**Run 1: metal layers overlaid**

(4 px per µm) Two of the layers only.
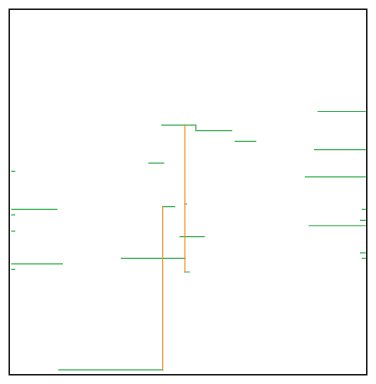
**Run 1: the metal 1 layer**

(6 px per µm) Supply wires on this layer in gray.
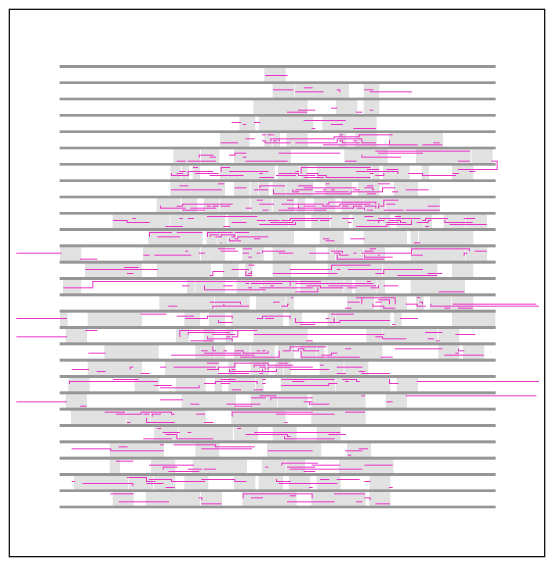
**Run 1: track usage over the die**

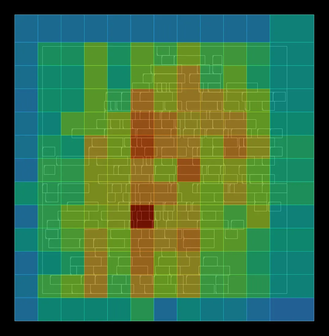
**Run 1: sequential cells colored by netlist name**

(4 px per µm) Other sequential cells in the stronger gray, the rest of the logic in the fainter gray.
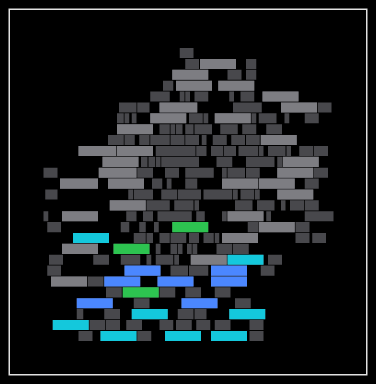
<file path="config.mk">
export PLATFORM = sky130hd
export DESIGN_NAME = spi_slave
export DESIGN_NICKNAME = d
export VERILOG_FILES = /design/src/rtl/spi_pkg.sv /design/src/rtl/spi_sync.sv /design/src/rtl/spi_slave.sv
export SDC_FILE = /design/constraint.sdc
export NUM_CORES = 1
export LEC_CHECK = 0
export CAP_MARGIN = 15
export CORE_AREA = 8 8 81 83
export DETAILED_ROUTE_END_ITERATION = 6
export DIE_AREA = 0 0 89 91
export PLACE_DENSITY = 0.71
export REMOVE_ABC_BUFFERS = 1
export SYNTH_ARGS = -nofsm -noshare
export SYNTH_HDL_FRONTEND = slang
export SYNTH_SLANG_ARGS = --single-unit
</file>
<file path="constraint.sdc">
create_clock -name CLK -period 1.55 [get_ports CLK]
set_input_delay 0.2325 -clock CLK [delete_from_list [all_inputs] [get_ports CLK]]
set_output_delay 0.2325 -clock CLK [all_outputs]
set_load 0.005 [all_outputs]
</file>
<file path="src/rtl/spi_pkg.sv">
`default_nettype none
// ============================================================
// spi_pkg : shared FSM state type and byte width for spi_slave.
// Rev 1.0
// ============================================================
package spi_pkg;
  localparam int BYTE_W = 8;

  typedef enum logic [0:0] {
    IDLE  = 1'b0,
    SHIFT = 1'b1
  } state_t;
endpackage
`default_nettype wire

</file>
<file path="src/rtl/spi_sync.sv">
`default_nettype none
// ============================================================
// spi_sync : STAGES-deep flop chain bringing one async input into clk.
// Rev 1.0
// ============================================================
module spi_sync #(
  parameter int   STAGES  = 2,
  parameter logic RST_VAL = 1'b0
) (
  input  logic i_clk,
  input  logic i_rst_n,
  input  logic i_d,
  output logic o_q
);

  logic [STAGES-1:0] r_chain;

  always_ff @(posedge i_clk or negedge i_rst_n) begin
    if (!i_rst_n) begin
      r_chain <= {STAGES{RST_VAL}};
    end else begin
      r_chain <= {r_chain[STAGES-2:0], i_d};
    end
  end

  assign o_q = r_chain[STAGES-1];

endmodule
`default_nettype wire

</file>
<file path="src/rtl/spi_slave.sv">
`default_nettype none
// ============================================================
// spi_slave : SPI mode-0 slave, CS/SCK/MOSI oversampled on CLK.
// Option macro SPI_SLAVE_OVERRUN_EN enables the sticky OVR flag.
// Rev 1.0
// ============================================================
module spi_slave
  import spi_pkg::*;
#(
  parameter int SYNC_STAGES = 2
) (
  input  logic              CLK,
  input  logic              RST_N,
  input  logic              CS,
  input  logic              SCK,
  input  logic              MOSI,
  output logic              MISO,
  input  logic [BYTE_W-1:0] DOUT,
  input  logic              LOAD,
  output logic [BYTE_W-1:0] DIN,
  output logic              VALID,
  input  logic              ACK,
  output logic              BUSY,
  output logic              OVR
);

  localparam logic [1:0] c_SETTLE = 2'(SYNC_STAGES);

  logic w_cs_s, w_sck_s, w_mosi_s;

  spi_sync #(.STAGES(SYNC_STAGES), .RST_VAL(1'b1)) u_sync_cs (
    .i_clk(CLK), .i_rst_n(RST_N), .i_d(CS), .o_q(w_cs_s));
  spi_sync #(.STAGES(SYNC_STAGES), .RST_VAL(1'b0)) u_sync_sck (
    .i_clk(CLK), .i_rst_n(RST_N), .i_d(SCK), .o_q(w_sck_s));
  spi_sync #(.STAGES(SYNC_STAGES), .RST_VAL(1'b0)) u_sync_mosi (
    .i_clk(CLK), .i_rst_n(RST_N), .i_d(MOSI), .o_q(w_mosi_s));

  state_t            r_state, w_state_nxt;
  logic              r_cs_d, r_sck_d, r_armed;
  logic [1:0]        r_settle;
  logic [BYTE_W-1:0] r_tx, r_hold, r_din;
  logic [BYTE_W-2:0] r_rx;
  logic [2:0]        r_cnt;
  logic              r_byte_end, r_valid;
  logic              w_cs_fall, w_cs_rise, w_sck_rise, w_sck_fall;
  logic              w_reload, w_shift_tx, w_sample, w_abort;

  // The chain holds its reset value for SYNC_STAGES cycles; only a CS high
  // observed after that arms frame detection, so a frame cut by reset is ignored.
  assign w_cs_fall  = r_cs_d & ~w_cs_s & r_armed;
  assign w_cs_rise  = ~r_cs_d & w_cs_s;
  assign w_sck_rise = ~r_sck_d & w_sck_s;
  assign w_sck_fall = r_sck_d & ~w_sck_s;

  always_ff @(posedge CLK or negedge RST_N) begin
    if (!RST_N) begin
      r_state <= IDLE;
    end else begin
      r_state <= w_state_nxt;
    end
  end

  always_comb begin
    w_state_nxt = r_state;
    w_reload    = 1'b0;
    w_shift_tx  = 1'b0;
    w_sample    = 1'b0;
    w_abort     = 1'b0;
    case (r_state)
      IDLE: begin
        if (w_cs_fall) begin
          w_state_nxt = SHIFT;
          w_reload    = 1'b1;
        end
      end
      SHIFT: begin
        if (w_cs_rise) begin
          w_state_nxt = IDLE;
          w_abort     = 1'b1;
        end else begin
          w_sample = w_sck_rise;
          if (w_sck_fall) begin
            w_reload   = r_byte_end;
            w_shift_tx = ~r_byte_end;
          end
        end
      end
      default: w_state_nxt = IDLE;
    endcase
  end

  always_ff @(posedge CLK or negedge RST_N) begin
    if (!RST_N) begin
      r_cs_d     <= 1'b1;
      r_sck_d    <= 1'b0;
      r_armed    <= 1'b0;
      r_settle   <= 2'd0;
      r_tx       <= '0;
      r_hold     <= '0;
      r_rx       <= '0;
      r_din      <= '0;
      r_cnt      <= 3'd0;
      r_byte_end <= 1'b0;
      r_valid    <= 1'b0;
    end else begin
      r_cs_d  <= w_cs_s;
      r_sck_d <= w_sck_s;
      r_valid <= 1'b0;
      if (r_settle != c_SETTLE) begin
        r_settle <= r_settle + 2'd1;
      end else if (w_cs_s) begin
        r_armed <= 1'b1;
      end

      // A LOAD landing on a reload bypasses the holding register.
      if (w_reload) begin
        r_tx   <= LOAD ? DOUT : r_hold;
        r_hold <= '0;
      end else begin
        if (w_shift_tx) r_tx <= {r_tx[BYTE_W-2:0], 1'b0};
        if (LOAD) r_hold <= DOUT;
      end

      if (w_abort) begin
        r_cnt      <= 3'd0;
        r_byte_end <= 1'b0;
      end else if (w_sample) begin
        r_rx       <= {r_rx[BYTE_W-3:0], w_mosi_s};
        r_cnt      <= r_cnt + 3'd1;
        r_byte_end <= (r_cnt == 3'd7);
        if (r_cnt == 3'd7) begin
          r_din   <= {r_rx, w_mosi_s};
          r_valid <= 1'b1;
        end
      end else if (w_reload) begin
        r_byte_end <= 1'b0;
      end
    end
  end

  assign MISO  = (r_state == SHIFT) ? r_tx[BYTE_W-1] : 1'b0;
  assign DIN   = r_din;
  assign VALID = r_valid;
  assign BUSY  = ~w_cs_s;

`ifdef SPI_SLAVE_OVERRUN_EN
  logic r_unack, r_ovr;

  always_ff @(posedge CLK or negedge RST_N) begin
    if (!RST_N) begin
      r_unack <= 1'b0;
      r_ovr   <= 1'b0;
    end else if (r_valid) begin
      if (r_unack && !ACK) r_ovr <= 1'b1;
      r_unack <= 1'b1;
    end else if (ACK) begin
      r_unack <= 1'b0;
    end
  end

  assign OVR = r_ovr;
`else
  logic w_unused_ack;
  assign w_unused_ack = ACK;
  assign OVR = 1'b0;
`endif

endmodule
`default_nettype wire

</file>
==> results.sh, run 1 <==
# physical design summary
export IMPL_ys_sh_adder_pct=1.83
export IMPL_final_hold_viol_count=0
export IMPL_compound_area_share_pct=8.78
export IMPL_finClkSkew_ns=0.00820
export IMPL_ir_worst_vdd_uv=467
export IMPL_ys_cells=151
export IMPL_power_density_nw_per_um2=1060
export IMPL_cp_depth=5
export IMPL_drc=0
export IMPL_pin_count=27
export IMPL_finalSetupViolCount=0
export IMPL_cts_hold_buf=1
export IMPL_crit_path_start_kind="flop"
export IMPL_rsz0062_at_grt="true"
export IMPL_clock_latency_ns=0.29
export IMPL_cts_root_buf="clkbuf_8"
export IMPL_warnings=27
export IMPL_status="completed"
export IMPL_syn_avg_cell_area_um2=13.6
export IMPL_ys_sh_mux_pct=12.1
export IMPL_finalSetupTns_ns=0
export IMPL_drt_first_iter_violations=61
export IMPL_arrival_ns=1.76
export IMPL_drt_pass1_iterations=4
export IMPL_p_total_uw=2880
export IMPL_synth_xor_area_share_pct=0.854
export IMPL_post_cts_buffers=5
export IMPL_placedCellCount=251
export IMPL_drv_slew=0
export IMPL_worst_path_buf_inv=1
export IMPL_whs_ns=0.346
export IMPL_min_to="u_sync_cs.r_chain[0]"
export IMPL_startpoint="r_cs_d"
export IMPL_hold_class="in2reg"
export IMPL_cts_htree_levels=2
export IMPL_post_synth_top_area_fraction_pct=54.9
export IMPL_row_count=27
export IMPL_cp_slowest_cell="dfstp_2"
export IMPL_cp_cell_sequence="buf_6 > and3b_2 > o21ai_4 > and4b_1 > a211oi_2"
export IMPL_die_w_um=89
## Picture notes: 'metal layers overlaid'
Key: M4 = orange [wire length 77.5 µm]; M3 = green [wire length 164 µm]

## Picture notes: 'the metal 1 layer'
The layer carries 1710 µm of wire. The wires run mostly horizontal. 195 nets have wire on it. The longest straight run is 38.0 µm. The layer holds 46% of the routed length.

## Picture notes: 'track usage over the die'
routing usage on met2: 14.8%
global route hottest layer: met2

## Picture notes: 'sequential cells colored by netlist name'
Key: r_rx = blue [flops 7, where south]; r_cnt = green [flops 3]; DIN = cyan [flops 8]
Another 30 sequential cells are not colored.
post-layout util: 50.8%
FF/Latch Area: 1210 µm²
flop share of the area: 44.5%

-- run 1: flip-flops by register name, summed over array words and instances (netlist names) --
| signal | count |
|---|---|
| VALID | 1 |
| r_hold | 8 |
| r_cnt | 3 |
| u_sync_cs.r_chain | 2 |
| r_sck_d | 1 |
| u_sync_sck.r_chain | 2 |
| r_tx | 8 |
| u_sync_mosi.r_chain | 2 |
| r_cs_d | 1 |
| r_settle | 2 |
| r_rx | 7 |
| DIN | 8 |
| r_state | 1 |
| r_byte_end | 1 |
| r_armed | 1 |
-- run 1: metrics by stage --
stage	worst slack [ns]	utilization, %	instance area, µm²
after floorplan	-0.0981	-	1990
after global placement	0.0216	45.7	2440
after detailed placement	-0.0362	45.7	2440
after CTS	0.00679	48.8	2610
after global routing	-0.0461	50.8	2710
final	0.00771	50.8	2710
-- run 1: per-layer routing --
metal	up-vias	routed length, µm	track usage [%]
li1	629	-	-
met1	644	1710	12.5
met2	27	1780	14.8
met3	6	163	2.79
met4	0	77	4.99
met5	-	0	0
-- run 1: synth_stat cells (all sizes together) (2+ instances only) --
cell    number
a211oi       7
mux2i        8
nor2        15
and2         2
dfstp        3
buf          7
a21oi        2
dfrtp       45
mux2        15
inv          4
nand2       13
o21ai        6
and4b        8
xnor2        2
ha           3
-- run 1: report_power, final --
| part | internal [µW] | switching [µW] |
|---|---|---|
| Sequential | 1470 | 137 |
| Combinational | 312 | 220 |
| Clock | 364 | 378 |
-- run 1: layout make-up --
| class | count | area [µm²] |
|---|---|---|
| inverters | 4 | 15.0 |
| fillers | 495 | 2630 |
| clock buffers | 8 | 90.1 |
| multi-input cells | 95 | 852 |
| well taps | 72 | 90.1 |
| flip-flops and latches | 48 | 1210 |
| repair buffers | 45 | 458 |
--- run 2 (diff from run 1) ---
- CTS_CLUSTER_DIAMETER: not set -> 50
**Run 2: track usage over the die**

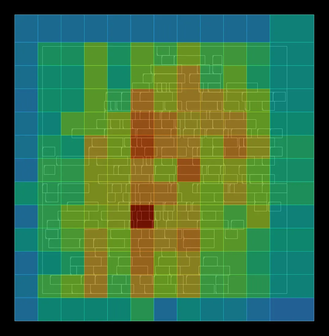
GRT Util Overall: 9.86%
routing usage on met1: 12.5%
Avg WL per Cell: 13.7 µm
GRT met3 Usage: 2.79%

==> run 2 against run 1 <==
  * Clock power hardly changed
  * Die size stayed put
  * Sequential share of layout area stayed put
  * Synthesized area stayed put
  * Combinational power hardly changed
  * Hold slack stayed put
  * Routed wire length stayed put
  * Via count stayed put
  * Sequential cell count stayed put
  * Non-clock buffer count stayed put
  * Setup slack stayed put
  * Critical path type unchanged
  * Critical endpoint unchanged
==> results.sh, run 2 <==
# physical design summary
export IMPL_clk_path_buf_depth=2
export IMPL_pwr_share_seq_pct=55.8
export IMPL_synth_most_common_cell="dfrtp_1"
export IMPL_synthTopCellsByCount="dfrtp_1 (45), mux2_2 (15), nor2_1 (15), nand2_1 (11)"
export IMPL_startpoint="r_cs_d"
export IMPL_ys_cells=151
export IMPL_ir_worst_vdd_uv=467
export IMPL_power_internal_uw=2140
export IMPL_placedCellCount=251
export IMPL_combPwrFrac_pct=18.5
export IMPL_power_density_nw_per_um2=1060
export IMPL_crit_path_start_kind="flop"
export IMPL_swShare_pct=25.5
export IMPL_cp_slowest_cell="dfstp_2"
export IMPL_post_synth_top_area_fraction_pct=54.9
export IMPL_instances_no_fill=272
export IMPL_drc=0
export IMPL_drt_pass1_iterations=4
export IMPL_arrival_ns=1.76
export IMPL_drt_first_iter_violations=61
export IMPL_overflow=0
export IMPL_final_min_clock_period_ns=1.54
export IMPL_cts_root_buf="clkbuf_8"
export IMPL_clkPwrFrac_pct=25.8
export IMPL_grt_pass1_vias=1278
export IMPL_cp_cell_sequence="buf_6 > and3b_2 > o21ai_4 > and4b_1 > a211oi_2"
export IMPL_power_switching_uw=735
export IMPL_cts_htree_levels=2
export IMPL_clock_latency_ns=0.29
export IMPL_fin_area_um2=2710
export IMPL_hold_class="in2reg"
export IMPL_finClkSkew_ns=0.00820
export IMPL_rsz0062_at_grt="true"
export IMPL_p_total_uw=2880
export IMPL_pin_count=27
export IMPL_min_to="u_sync_cs.r_chain[0]"
export IMPL_die_w_um=89
export IMPL_dpl_cell_area_um2=2440
export IMPL_top_area_cell="dfrtp_1"
export IMPL_row_count=27
export IMPL_finalSetupViolCount=0
export IMPL_status="completed"
export IMPL_drv_slew=0
export IMPL_finalSetupTns_ns=0
export IMPL_routed_wl_um=3730
export IMPL_cts_hold_buf=1
export IMPL_final_hold_viol_count=0
export IMPL_warnings=27
export IMPL_syn_avg_cell_area_um2=13.6
==> run 2: cell counts after synthesis <==
Identical to the previous run, type by type.
==> run 2: final cells by class <==
class,count,area (µm²)
flip-flops and latches,48,1210
repair buffers,45,458
clock buffers,8,90.1
multi-input cells,95,852
inverters,4,15.0
well taps,72,90.1
fillers,495,2630
==> run 2: power by group through the flow <==
stage               Sequential, µW  Clock (µW)  Combinational [µW]
detailed placement            1620           0                 493
CTS                           1600         774                 521
floorplan                     1580           0                 325
global route                  1630         831                 604
global placement              1610           0                 474
finish                        1610         742                 532
==> run 2: cell families (layout without fill, tap and decap cells) <==
kind of cell / Yosys count / after routing / synth area share [%]
flip-flops: 48 / 48 / 58.7
AND/OR/NAND/NOR: 44 / 46 / 13.8
multiplexers: 23 / 23 / 12.1
AND-OR/OR-AND: 19 / 20 / 8.78
buffers and inverters: 11 / 57 / 3.66
adder cells (fa/ha/maj): 3 / 3 / 1.83
XOR/XNOR: 2 / 2 / 0.854
other: 1 / 1 / 0.183
==> run 2: per-stage QoR <==
| step | hold WS (ns) | setup slack, ns | utilization [%] |
|---|---|---|---|
| 6_report | 0.346 | 0.00771 | 50.8 |
| 3_5_place_dp | 0.248 | -0.0362 | 45.7 |
| 4_1_cts | 0.336 | 0.00679 | 48.8 |
| 5_1_grt | 0.352 | -0.0461 | 50.8 |
| 3_3_place_gp | 0.238 | 0.0216 | 45.7 |
| 2_1_floorplan | -0.0631 | -0.0981 | - |
==> run 2: critical path: cells and delay by family (launching register included) <==
kind | cells | cell delay, ns
buffers and inverters | 1 | 0.13
AOI/OAI and AO/OA | 2 | 0.30
and+or+nand+nor | 2 | 0.44
DFF | 1 | 0.60
==> run 2: layer usage <==
metal	GRT usage [%]	routed length, µm
met4	4.99	77
met1	12.5	1710
met2	14.8	1780
met5	0	0
met3	2.79	163
**Run 2: the metal 1 layer**

(6 px per µm) Supply wires on this layer in gray.
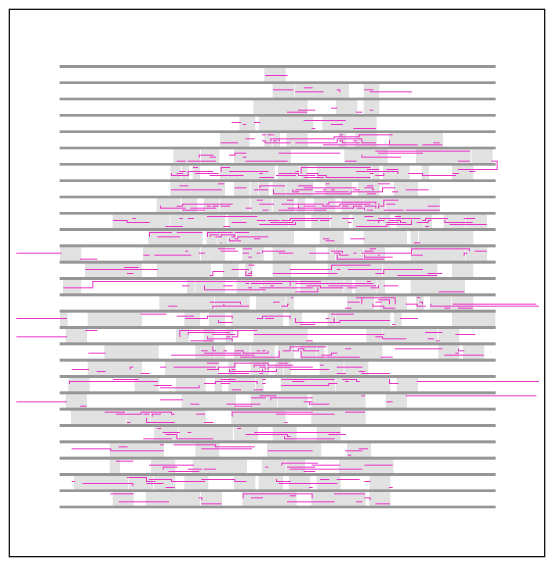

--- run 3 (diff from run 2) ---
- clock period: 1.55 -> 1.4 ns (I/O delays scaled with it)
**Run 3: the metal 1 layer**

(6 px per µm) Supply wires on this layer in gray.
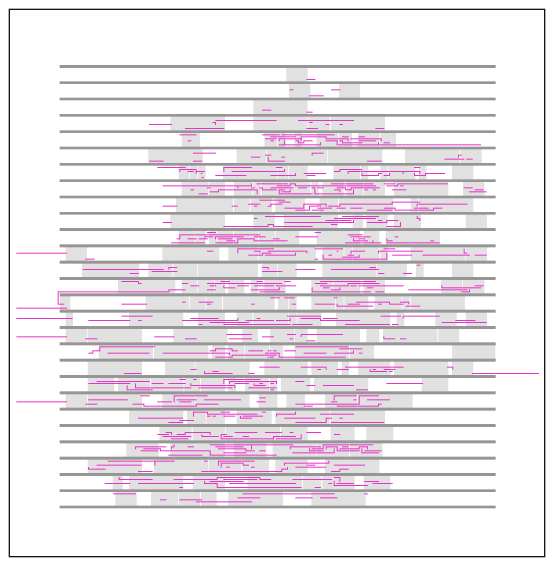
203 nets have wire on it. The longest straight run is 23.9 µm. The wires run mostly horizontal. The layer holds 41% of the routed length.

==> run 3 against run 2 <==
  * The flow now finishes with violations (setup timing)
  * Global-route usage grew 1.5 points
  * Final cell count increased by 4.0%
  * Synthesized cell count did not move
  * Sequential cell count unchanged
  * Largest cell class unchanged
==> results.sh, run 3 <==
# physical design summary
export IMPL_status="finished, violations left"
export IMPL_violations="setup timing"
export IMPL_synth_xor_area_share_pct=0.854
export IMPL_netlist_area_um2=2050
export IMPL_clk_path_buf_depth=2
export IMPL_synth_flop_count=48
export IMPL_drc=0
export IMPL_power_density_nw_per_um2=1160
export IMPL_top_area_cell="dfrtp_1"
export IMPL_path_common_cell="buf_6"
export IMPL_clock_latency_ns=0.30
export IMPL_cts_root_buf="clkbuf_8"
export IMPL_compound_area_share_pct=8.78
export IMPL_ff_type="dfrtp_1"
export IMPL_via_per_inst=4.91
export IMPL_synth_warnings=0
export IMPL_lay_top_count="dfrtp_1"
export IMPL_finClkSkew_ns=0.00928
export IMPL_route_vias_total=1390
export IMPL_grt_use_total_pct=11.4
export IMPL_antenna_cells=0
export IMPL_warnings=28
export IMPL_die_w_um=89
export IMPL_placedCellCount=259
export IMPL_period_used_pct=112
export IMPL_synthTopCellsByArea="dfrtp_1 (55%), mux2_2 (8.2%), a211oi_2 (4.3%)"
export IMPL_instances_no_fill=283
export IMPL_antenna_left=0
export IMPL_fill_cells=448
export IMPL_edf_count=0
export IMPL_flop_area_um2=1210
export IMPL_post_synth_top_area_fraction_pct=54.9
export IMPL_worst_slack_ns=-0.165
export IMPL_worst_path_buf_inv=2
export IMPL_cts_htree_levels=2
export IMPL_rsz0062_at_grt="true"
export IMPL_clkTransAtPathRegs_ns=0.09
export IMPL_cp_slowest_cell="dfstp_2"
export IMPL_drt_first_iter_violations=72
export IMPL_synthTopCellsByCount="dfrtp_1 (45), mux2_2 (15), nor2_1 (15), nand2_1 (11)"
export IMPL_synth_distinct_cells=31
export IMPL_final_min_clock_period_ns=1.56
export IMPL_core_um2=5340
export IMPL_die_height_um=91
export IMPL_ys_cells=151
export IMPL_pin_count=27
export IMPL_ys_sh_adder_pct=1.83
export IMPL_final_nets=228
export IMPL_logic_family="simple AND/OR/NAND/NOR gates"
export IMPL_p_total_uw=3410
export IMPL_cp_cell_sequence="buf_6 > nor2b_4 > nor3_4 > buf_6 > nand2_8 > mux2_4"
export IMPL_logic_area_um2=982
export IMPL_routedWlPerCell_um=15.4
export IMPL_ys_sh_simple_pct=13.8
export IMPL_routed_wl_um=4350
export IMPL_hold_class="in2reg"
export IMPL_crit_family="flip-flops"
export IMPL_overflow=0
export IMPL_maxCapViolCount=0
export IMPL_leakage_uw=0.00148
export IMPL_syn_avg_cell_area_um2=13.6
export IMPL_whs_ns=0.314
export IMPL_drv_slew=0
export IMPL_grt_pass1_vias=1495
export IMPL_ys_sh_mux_pct=12.1
export IMPL_ir_worst_vdd_uv=691
export IMPL_arrival_ns=1.76
export IMPL_crit_path_start_kind="flop"
export IMPL_row_count=27
export IMPL_antenna_found_initial=0
export IMPL_finalSetupViolCount=33
export IMPL_synth_most_common_cell="dfrtp_1"
export IMPL_final_hold_viol_count=0
export IMPL_drt_pass1_iterations=6
export IMPL_cp_required_ns=1.59
export IMPL_dp_worst_setup_slack_ns=-0.184
export IMPL_crit_type="reg2reg"
==> run 3: repair_timing <==
item,CTS,global route
hold endpoints to repair,11,0
setup endpoints to repair,36,44
hold buffers,1,0
pin swaps,13,16
gates resized,47,27
buffers inserted,10,3
cloned,3,1
==> run 3: power by group <==
part           leakage [µW]  switching, µW  total [µW]  internal [µW]
Sequential         0.000591            158        1780           1630
Clock             0.0000479            457         805            348
Combinational      0.000845            334         825            491
Total               0.00148            949        3410           2460
==> run 3: stage by stage <==
| stage | setup TNS [ns] | area (µm²) | util (%) |
|---|---|---|---|
| floorplan | -4.61 | 1990 | - |
| CTS | -3.28 | 2850 | 53.4 |
| global placement | -3.01 | 2480 | 46.6 |
| global route | -5.05 | 2950 | 55.3 |
| detailed placement | -3.82 | 2480 | 46.6 |
| finish | -3.09 | 2950 | 55.3 |
==> run 3: path summary, 6_finish.rpt <==
kind	start	to	slack (ns)	cells after the start
max	u_sync_cs.r_chain[1]	DIN[2]	-0.16	6
min	CS	u_sync_cs.r_chain[0]	0.31	1
max reg2reg	u_sync_cs.r_chain[1]	DIN[2]	-0.16	6
min reg2reg	u_sync_cs.r_chain[0]	u_sync_cs.r_chain[1]	0.35	0
max in group asynchronous	RST_N	r_cs_d	0.50	3
min in group asynchronous	RST_N	DIN[4]	0.33	2
==> run 3: area by class of cell <==
class,instances,area share [%]
clock inverters,3,0.636
clock buffers,5,2.33
repair buffers,56,19.1
well taps,72,3.05
multi-input cells,95,33.3
inverters,4,0.636
flip-flops and latches,48,40.9
==> run 3: per-layer routing <==
metal	share of wire, %	global-route usage (%)	vias to the layer above
li1	-	-	652
met1	41	13.7	694
met2	51	17.6	35
met3	5.4	3.51	9
met4	2.9	5.96	0
met5	0	0	-
No activity file was given, so power comes from the tool's default toggle rates.
